placement_by_type.png
(4 px per um) Fill, decap, tap and diode cells in gray.
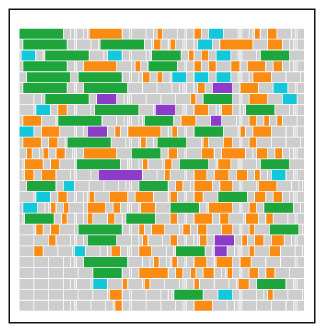
clk_routes.png
(8 px per um)
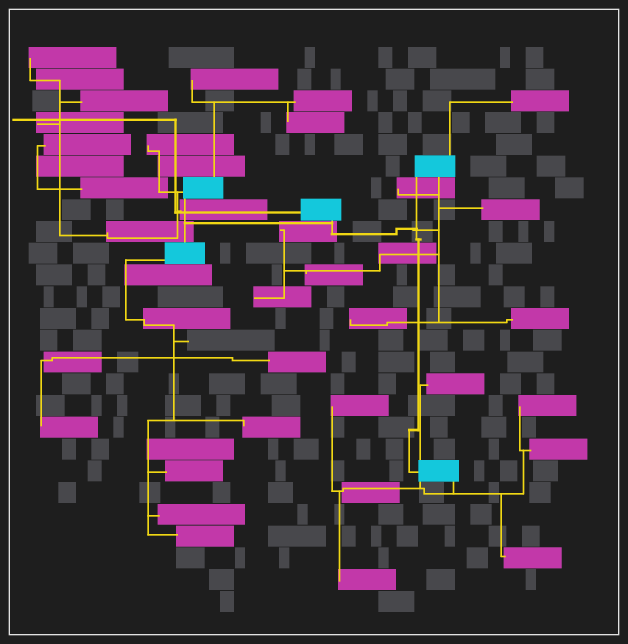
clocks.png
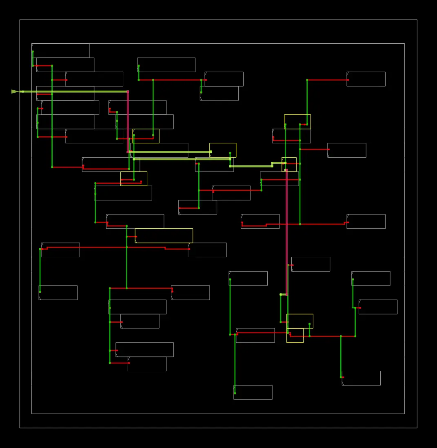
cell_density.png
(4 px per um) 8 x 8 tiles, from black (low) to pale yellow (high), 0 to 100% covered.
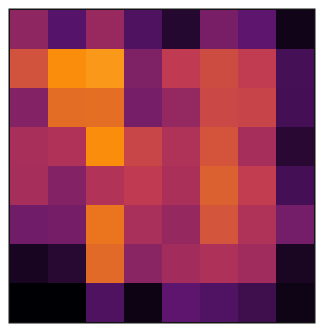
$ cat src/rtl/keypad_pkg.sv
// keypad_pkg: shared types and helpers for the keypad emulator.
//   key_code_t   : {row_idx[1:0], col_idx[1:0]}
//   state_t      : emulator FSM states
//   row_onehot() : 2-bit row index -> one-hot row lines (index 0 = 4'b1000)
//   col_onehot() : 2-bit col index -> one-hot column strobe (index 0 = 4'b1000)
package keypad_pkg;

    typedef logic [3:0] key_code_t;

    typedef enum logic [1:0] {
        StIdle,
        StPress,
        StGap
    } state_t;

    function automatic logic [3:0] row_onehot(input logic [1:0] idx);
        return 4'b1000 >> idx;
    endfunction

    function automatic logic [3:0] col_onehot(input logic [1:0] idx);
        return 4'b1000 >> idx;
    endfunction

endpackage

$ cat src/rtl/key_fifo.sv
// key_fifo: small synchronous FIFO holding queued key codes.
//   clk, rst : clock, synchronous active-high reset (flushes the queue)
//   push/din : write din when push is high and the queue is not full
//   pop/dout : dout shows the head; pop advances it when the queue is not empty
//   full     : count == DEPTH
//   empty    : count == 0
// DEPTH must be a power of 2 so the pointers wrap naturally.
module key_fifo
    import keypad_pkg::*;
#(
    parameter int unsigned DEPTH = 4
) (
    input  logic       clk,
    input  logic       rst,
    input  logic       push,
    input  logic [3:0] din,
    input  logic       pop,
    output logic [3:0] dout,
    output logic       full,
    output logic       empty
);

    localparam int unsigned AW = (DEPTH > 1) ? $clog2(DEPTH) : 1;
    localparam int unsigned CW = $clog2(DEPTH) + 1;

    key_code_t         mem [DEPTH];
    logic [AW-1:0]     wr_ptr;
    logic [AW-1:0]     rd_ptr;
    logic [CW-1:0]     count;
    logic              do_push;
    logic              do_pop;

    assign full    = (count == CW'(DEPTH));
    assign empty   = (count == '0);
    assign do_push = push && !full;
    assign do_pop  = pop && !empty;
    assign dout    = mem[rd_ptr];

    always_ff @(posedge clk) begin
        if (rst) begin
            wr_ptr <= '0;
            rd_ptr <= '0;
            count  <= '0;
        end else begin
            if (do_push) wr_ptr <= wr_ptr + AW'(1);
            if (do_pop)  rd_ptr <= rd_ptr + AW'(1);
            // Simultaneous push and pop leaves the count unchanged.
            case ({do_push, do_pop})
                2'b10:   count <= count + CW'(1);
                2'b01:   count <= count - CW'(1);
                default: ;
            endcase
        end
    end

    // Storage needs no reset: the head is only consumed when non-empty.
    always_ff @(posedge clk) begin
        if (do_push) mem[wr_ptr] <= din;
    end

endmodule

$ cat src/rtl/keypad_emulator.sv
// keypad_emulator: plays queued key codes into a 4x4 matrix-keypad scanner.
//   clk, rst   : clock, synchronous active-high reset
//   col        : one-hot column strobe from the scanner (4'b1000 = col 0)
//   row        : row lines back to the scanner (4'b1000 = row 0), combinational
//   key_valid  : key_code offered; accepted when key_ready is high
//   key_code   : {row_idx, col_idx}
//   key_ready  : queue can take a key
//   busy       : queue non-empty or a key in progress
//   key_done   : one-cycle pulse on the last gap cycle of each key
// Each key is held for HOLD_CYCLES cycles, then released for GAP_CYCLES cycles.
// Build option KEY_BOUNCE_EN: the first BOUNCE_CYCLES press cycles chatter
// (asserted, released, ...) before the stable HOLD_CYCLES period.
module keypad_emulator
    import keypad_pkg::*;
#(
    parameter int unsigned HOLD_CYCLES   = 16,
    parameter int unsigned GAP_CYCLES    = 16,
    parameter int unsigned FIFO_DEPTH    = 4,
    parameter int unsigned BOUNCE_CYCLES = 4
) (
    input  logic       clk,
    input  logic       rst,
    input  logic [3:0] col,
    output logic [3:0] row,
    input  logic       key_valid,
    input  logic [3:0] key_code,
    output logic       key_ready,
    output logic       busy,
    output logic       key_done
);

    localparam logic [7:0] HOLD_LAST = 8'(HOLD_CYCLES - 1);
    localparam logic [7:0] GAP_LAST  = 8'(GAP_CYCLES - 1);
    // Gap count one cycle before the last, so key_done can be registered.
    localparam logic [7:0] GAP_PRE   = 8'(GAP_CYCLES - 2);

    state_t     state;
    logic [7:0] cnt;
    logic [7:0] cnt_inc;
    key_code_t  cur_key;
    logic       fifo_full;
    logic       fifo_empty;
    logic [3:0] fifo_head;
    logic       push;
    logic       pop;

`ifdef KEY_BOUNCE_EN
    localparam logic [7:0] BOUNCE_LAST = 8'(BOUNCE_CYCLES - 1);
    logic bouncing;
`else
    logic unused_bounce;
    assign unused_bounce = ^BOUNCE_CYCLES;
`endif

    assign key_ready = !fifo_full && !rst;
    assign push      = key_valid && key_ready;
    assign pop       = (state == StIdle) && !fifo_empty;
    assign busy      = (state != StIdle) || !fifo_empty;
    // Counters hold at their terminal value instead of wrapping.
    assign cnt_inc   = (cnt == 8'hff) ? cnt : cnt + 8'd1;

    key_fifo #(
        .DEPTH (FIFO_DEPTH)
    ) u_key_fifo (
        .clk   (clk),
        .rst   (rst),
        .push  (push),
        .din   (key_code),
        .pop   (pop),
        .dout  (fifo_head),
        .full  (fifo_full),
        .empty (fifo_empty)
    );

    always_ff @(posedge clk) begin
        if (rst) begin
            state    <= StIdle;
            cnt      <= '0;
            cur_key  <= '0;
            key_done <= 1'b0;
`ifdef KEY_BOUNCE_EN
            bouncing <= 1'b0;
`endif
        end else begin
            key_done <= 1'b0;
            unique case (state)
                StIdle: begin
                    if (!fifo_empty) begin
                        cur_key  <= fifo_head;
                        cnt      <= '0;
                        state    <= StPress;
`ifdef KEY_BOUNCE_EN
                        bouncing <= 1'b1;
`endif
                    end
                end
                StPress: begin
`ifdef KEY_BOUNCE_EN
                    if (bouncing) begin
                        if (cnt == BOUNCE_LAST) begin
                            bouncing <= 1'b0;
                            cnt      <= '0;
                        end else begin
                            cnt <= cnt_inc;
                        end
                    end else
`endif
                    if (cnt == HOLD_LAST) begin
                        state    <= StGap;
                        cnt      <= '0;
                        // A one-cycle gap is its own last cycle.
                        key_done <= (GAP_CYCLES == 1);
                    end else begin
                        cnt <= cnt_inc;
                    end
                end
                StGap: begin
                    if (cnt == GAP_LAST) begin
                        state <= StIdle;
                        cnt   <= '0;
                    end else begin
                        cnt      <= cnt_inc;
                        key_done <= (cnt == GAP_PRE);
                    end
                end
                default: state <= StIdle;
            endcase
        end
    end

    // Row follows the scanner's column strobe with no register in between;
    // any strobe that includes the key's column closes the contact.
    always_comb begin
        row = 4'b0000;
        if (state == StPress && |(col & col_onehot(cur_key[1:0]))) begin
            row = row_onehot(cur_key[3:2]);
        end
`ifdef KEY_BOUNCE_EN
        if (bouncing && cnt[0]) row = 4'b0000;
`endif
    end

endmodule
$ cat config.mk
export PLATFORM = sky130hd
export DESIGN_NAME = keypad_emulator
export DESIGN_NICKNAME = d
export VERILOG_FILES = /design/src/rtl/keypad_pkg.sv /design/src/rtl/key_fifo.sv /design/src/rtl/keypad_emulator.sv
export SDC_FILE = /design/constraint.sdc
export NUM_CORES = 1
export LEC_CHECK = 0
export CELL_PAD_IN_SITES_DETAIL_PLACEMENT = 2
export CELL_PAD_IN_SITES_GLOBAL_PLACEMENT = 2
export CORE_AREA = 2 2 74 76
export CTS_BUF_LIST = sky130_fd_sc_hd__clkbuf_8
export CTS_CLUSTER_DIAMETER = 50
export DETAILED_ROUTE_END_ITERATION = 10
export DIE_AREA = 0 0 76 78
export PLACE_DENSITY = 0.82
export SYNTH_ARGS = -nofsm -noshare
export SYNTH_HDL_FRONTEND = slang
export SYNTH_HIERARCHICAL = 1
export SYNTH_SLANG_ARGS = --single-unit
export TNS_END_PERCENT = 10
$ cat constraint.sdc
create_clock -name clk -period 3.9 [get_ports clk]
set_clock_uncertainty 0.15 [all_clocks]
set_input_delay 1.17 -clock clk [delete_from_list [all_inputs] [get_ports clk]]
set_output_delay 1.17 -clock clk [all_outputs]
set_load 0.02 [all_outputs]
==> run summary <==
outcome -> completed
capture point of the critical path -> row[0]
Top cell excl fill/tap -> dfxtp_1
worst ir drop on vdd -> 0.000196 V
TAP cells -> 70
Synth top cell by count -> dfxtp_1
horizontal die dimension -> 76 um
cell types with the highest counts after synthesis -> 24 x dfxtp_1, 17 x nor2_1, 16 x edfxtp_1
Initial DRC Count -> 64
main combinational cell family by area after synthesis -> simple AND/OR/NAND/NOR gates
first-pass detailed-route iteration total -> 4
Post-synth seq share -> 49.0%
standard-cell row count -> 26
final setup violating endpoints -> 0
group drawing the most power -> sequential cells
number of CTS-inserted buffers -> 5
Post-DP Area -> 2220 um2
Critical Path AT -> 2.52 ns
unrepaired setup endpoints after global routing -> no
Least-Margin Pin Slew -> 0.461 ns
final net count -> 223
clk slew on worst S/H paths -> 0.09 ns
post-synthesis chip area from yosys -> 1960 um2
routed wire length on met2 -> 2760 um
CP Max Fanout -> 4
sequential cell power -> 0.000509 W
Crit. path cell count -> 5
non-clock buffer area fraction after layout -> 7.93%
initial core utilization -> 38.9%
cts repair resizes -> 5
length of routed wiring on met1 -> 1950 um
pin count of the biggest net entering global routing -> 26
vias in the first global route -> 1,639
GR Layer Usage met3 -> 3.84%
most common flop cell mapped by yosys -> dfxtp_1
FF-to-FF path depth -> 11
share of power burned in registers -> 40.8%
post-synthesis register bit count -> 40
internal power summed over all cells -> 0.000821 W
layout overhead on the synthesized area -> 19.1%
Non-Filler Instances -> 270
final estimated routing congestion in global placement -> 0.786
final core utilization -> 46.3%
Cell Count Post-Placement -> 262
placed wire-length estimate -> 3660 um
kind of critical path -> input port to output pin
Most Used Layer, Global Route -> met2
CTS tree -> yes
total DRC errors in the routed layout -> 0
final-report hold violation count -> 0
Logic inverters -> 15
Dominant cell area share -> 24.5%
cells in synth_stat.txt -> 177
power in combinational cells -> 0.000385 W
Worst Setup Start Kind -> input port
share of cell area taken by muxes after synthesis -> 7.79%
number of vias per cell after detailed routing -> 5.23
Clock H-tree levels -> 2
Tot Pwr -> 0.00125 W
CTS Root Cell -> clkbuf_8
met1 demand-to-capacity share in global routing -> 19.6%
standard cell with the maximum stage delay on the critical path -> mux4_2
count of pins on the block boundary -> 18
Most flops, register -> u_key_fifo/mem
proportion of layout cells with a drive suffix above 1 -> 13.0%
cell breakdown of the critical path -> clkdlybuf4s50_1 > mux4_2 > nand2_2 > nor3_1 > clkdlybuf4s15_1
count of cells along the worst hold path -> 2
static leakage -> 0.803 nW
number of diodes -> 0
Post-CTS Hold Buffers -> 0
max capacitance violation total -> 0
FMAX -> 260 MHz
sinks on the clock net -> 40
Worst Hold Slack -> 0.374 ns
tool warning count -> 34
sequential share of cell area -> 41.1%
final critical path time including I/O delays and setup -> 3.84 ns
clock tree buffer depth -> 2
Slew Viols, Final -> 0
Slew Limit Headroom -> 69.0%
yosys aoi share -> 10.6%
Back to the opening pictures, placement_by_type.png:
| class | color | cells |
|---|---|---|
| sequential cells | green | 40 |
| clock drivers and dummy loads | purple | 8 |
| remaining buffers and delay cells | cyan | 19 |
| combinational and other logic | orange | 133 |

Back to the opening pictures, clk_routes.png:
[clock drivers] cyan | count: 5
[clock wires] yellow | length: 539 um
[flip-flops] magenta | count: 40
flops lie: all over the die

Back to the opening pictures, clocks.png:
sequential cells: 40
power consumed by the clock network: 0.000355 W
clk_buf instances: 5
Worst-Skew Late Latency: 0.30 ns

Back to the opening pictures, cell_density.png:
tiles over 75% full: 4.7%
nearly empty tiles: 3.1%
mean over tiles: 38%
fullest tile: 78%
emptiest ninth of the die: lower left

No activity file was given, so power comes from the tool's default toggle rates.
